==> config.mk <==
export PLATFORM = sky130hd
export DESIGN_NAME = mem_access_initiator32
export DESIGN_NICKNAME = d
export VERILOG_FILES = /design/src/rtl/mem_access_pkg.sv /design/src/rtl/mem_lane_merge.sv /design/src/rtl/mem_access_initiator32.sv
export SDC_FILE = /design/constraint.sdc
export NUM_CORES = 1
export LEC_CHECK = 0
export CAP_MARGIN = 10
export CORE_MARGIN = 2
export CORE_UTILIZATION = 45
export CTS_BUF_LIST = sky130_fd_sc_hd__clkbuf_2 sky130_fd_sc_hd__clkbuf_4 sky130_fd_sc_hd__clkbuf_8
export DETAILED_ROUTE_END_ITERATION = 12
export DONT_BUFFER_PORTS = 1
export SLEW_MARGIN = 0
export SYNTH_ARGS = -nofsm -noshare
export SYNTH_HDL_FRONTEND = slang
export SYNTH_HIERARCHICAL = 1
export SYNTH_SLANG_ARGS = --single-unit
==> constraint.sdc <==
create_clock -name CLK -period 2.2 [get_ports CLK]
set_input_delay 0.66 -clock CLK [delete_from_list [all_inputs] [get_ports CLK]]
set_output_delay 0.66 -clock CLK [all_outputs]
set_load 0.005 [all_outputs]
==> images/power_grid.png <==
Scale bar: 50 um. Pins as bars on the die edge.
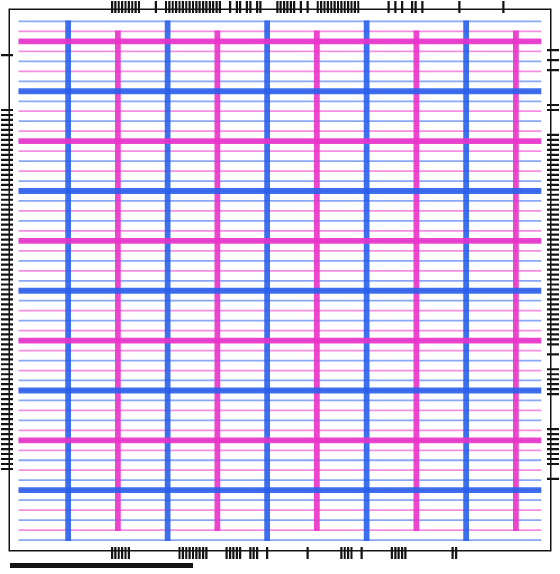
blue -> VSS
magenta -> VDD
met4 straps = 10
signal pins = 238
width of the die: 147 um
Core ar.: 20200 um2

==> images/placement_by_type.png <==
Scale bar: 50 um.
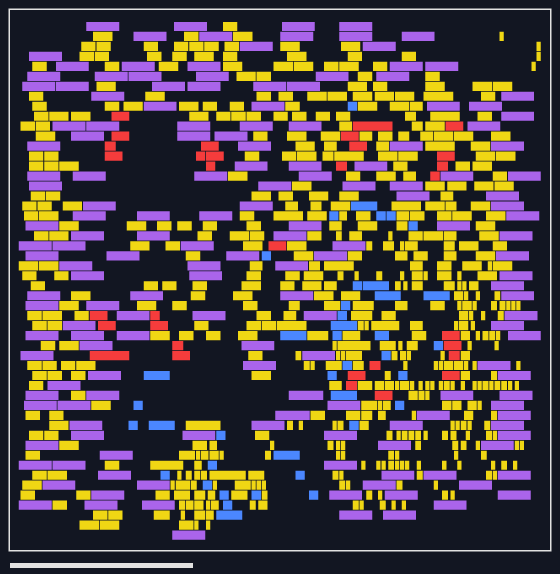
blue -> remaining buffers and delay cells  # cells 40, share of their area 4.4%
yellow -> combinational and other logic  # cells 515, share of their area 50%
purple -> sequential cells  # cells 165, share of their area 42%
red -> clock drivers and dummy loads  # cells 32, share of their area 4.1%
Seq area share: 40.2%
final instance area: 10300 um2

==> results_dict.tcl <==
# place-and-route summary
set metrics [dict create \
    skew_ns 0.0126 \
    drive_gt1_share_pct 45.2 \
    cts.clk_slew.worst_paths_ns 0.09 \
    pin_count 238 \
    violations "hold timing, setup timing" \
    rows 52 \
    worstSetupStartpointType "flip-flop" \
    ys_seq_share_pct 44.7 \
    async_reset_ff_share_pct 100 \
    wl_per_cell_um 23.0 \
    fin_ws_ns -0.0335 \
    ant_nets 0 \
    clock_sinks 165 \
    rsz0062_at_grt "yes" \
    ys.flops 165 \
    common_cells "mux2_2, dfrtp_1, nand2_1, mux2_4, o21ai_0" \
    path_max_fanout 8 \
    overflow 0 \
    num_vias 5747 \
    ys_chip_area_um2 9240 \
    syn_area_per_cell_um2 12.6 \
    drt_wl_total_um 23500 \
    power_mw 17.8 \
    crit_required_ns 2.54 \
    place_congestion 0.838 \
    slowest_stage "dfrtp_1" \
    clkPwrFrac_pct 12.9 \
    portBuffers 0 \
    antenna_found_initial 0 \
    insertion_delay_ns 0.45 \
    warnings 41 \
    power_leakage_nw 4.50 \
    setup_viol 8 \
    finalNetCount 856 \
    crit_type "reg2reg" \
    yosysWarnings 6 \
    top_cell "mux2_2" \
    max_slew.worst_pin.slew_ns 0.572 \
    fin_tns_setup_ns -0.198 \
    area_delta_synth_final_pct 11.4 \
    drtIter0Drc 283 \
    peakVddDrop_mv 0.905 \
    finalHoldViolations 165 \
    edf_count 0 \
    routed_via_density 5.62 \
    p_seq_share_pct 33.9 \
    layout.cells.non_filler 1022 \
    root_buffer "clkbuf_8" \
    intPower_mw 11.3 \
    outcome "finished, violations left" \
    powerDensity_nw_per_um2 1730 \
    clock_path_buffers 2 \
    arrival_ns 2.57 \
    cap_viol_max_count 0 \
    htreeDepth 4 \
    numCtsBuffers 17 \
    grtUsageTotal_pct 21.5 \
    fillCellCount 1752 \
    synth_top_cell_by_area "dfrtp_1" \
    path_cells "inv_2 -> ha_4 -> mux2_4 -> o21ai_4 -> buf_12 -> mux2_4 -> mux2_4 -> mux2_4" \
    period_needed_ns 2.23 \
    hold_slack_ns -0.108 \
    initCoreUtil_pct 45.8 \
    syn_area_um2 9240 \
    cp_common_cell "mux2_4" \
    slew_headroom_pct 61.9 \
    fmax_mhz 448 \
    dp_cells 987 \
    synth_cells 731 \
    p_comb_share_pct 53.2 \
    grt_max_degree 166 \
    r2r_slack_ns -0.03 \
    critPathTopFamily "multiplexers" \
    dr.pass1.iters 5 \
    end_kind "flip-flop" \
    r2r_cells 8 \
    grt_pass1_wl_um 35900 \
    path_buffers 2 \
    slew_violations 0 \
]
-- timing repair --
action / CTS / global route
buffers inserted: 1 / 2
cloned: 0 / 0
setup endpoints to repair: 24 / 24
pin swaps: 4 / 1
endpoints found under the hold margin: 165 / 165
gates resized: 23 / 19
-- cells by family after synthesis --
kind of cell    count (synthesis)  synth area share, %
simple gates                  119                 5.61
mux                           273                 36.6
flops                         165                 44.7
compound gates                101                 7.65
fa+ha+maj                      11                 1.49
buf+inv                        61                 3.91
other cells                     1               0.0406
-- power groups by stage --
stage / clock network (mW) / registers [mW] / logic [mW]
2_1_floorplan: 0 / 5.46 / 7.36
3_3_place_gp: 0 / 6.03 / 8.77
3_5_place_dp: 0 / 6.08 / 8.99
4_1_cts: 2.38 / 6.05 / 9.25
5_1_grt: 2.50 / 6.24 / 10.1
6_report: 2.30 / 6.04 / 9.47
-- cell usage in the layout, fill, tap and decap left out, types with 2 or more instances in the layout --
cell	instances
dfrtp_1	163
mux2_2	137
mux2_4	105
nand2_1	97
o21ai_0	54
buf_4	28
mux2i_1	23
clkbuf_8	19
o211ai_1	17
buf_12	11
ha_1	9
o2bb2ai_1	8
mux4_2	8
a2bb2oi_1	6
inv_1	5
nor2b_1	4
conb_1	4
inv_6	4
nand2b_1	3
nor2_1	3
clkinvlp_4	3
clkinv_4	3
a21oi_1	2
nor3_1	2
ha_4	2
bufinv_16	2
dfrtp_2	2
inv_2	2
o21ai_1	2
-- routing by layer --
| layer | up-vias | wire length (um) | part of all wire (%) | GRT usage (%) |
|---|---|---|---|---|
| met5 | - | 0 | 0 | 0 |
| met4 | 0 | 309 | 1.3 | 5.00 |
| met3 | 21 | 2420 | 10 | 9.63 |
| met2 | 226 | 11400 | 48 | 35.4 |
| met1 | 2878 | 9420 | 40 | 25.9 |
| li1 | 2622 | - | - | - |
-- per-stage QoR --
step | util (%) | cell area, um2 | worst slack (ns)
final | 51.0 | 10300 | -0.0335
after global routing | 51.0 | 10300 | -0.0886
after detailed placement | 48.1 | 9700 | -0.0920
after global placement | 48.1 | 9700 | -0.0521
after floorplan | - | 9260 | -0.00827
after CTS | 50.6 | 10200 | -0.0298
-- final cells by class --
| type | instances | area [um2] | area share, % |
|---|---|---|---|
| Multi-Input combinational cell | 508 | 4940 | 48.0 |
| Sequential cell | 165 | 4130 | 40.2 |
| Timing Repair Buffer | 40 | 442 | 4.29 |
| Tap cell | 270 | 338 | 3.28 |
| Clock buffer | 20 | 269 | 2.61 |
| Clock inverter | 12 | 144 | 1.40 |
| Inverter | 7 | 26.3 | 0.255 |
Power and IR drop assume default switching activity.
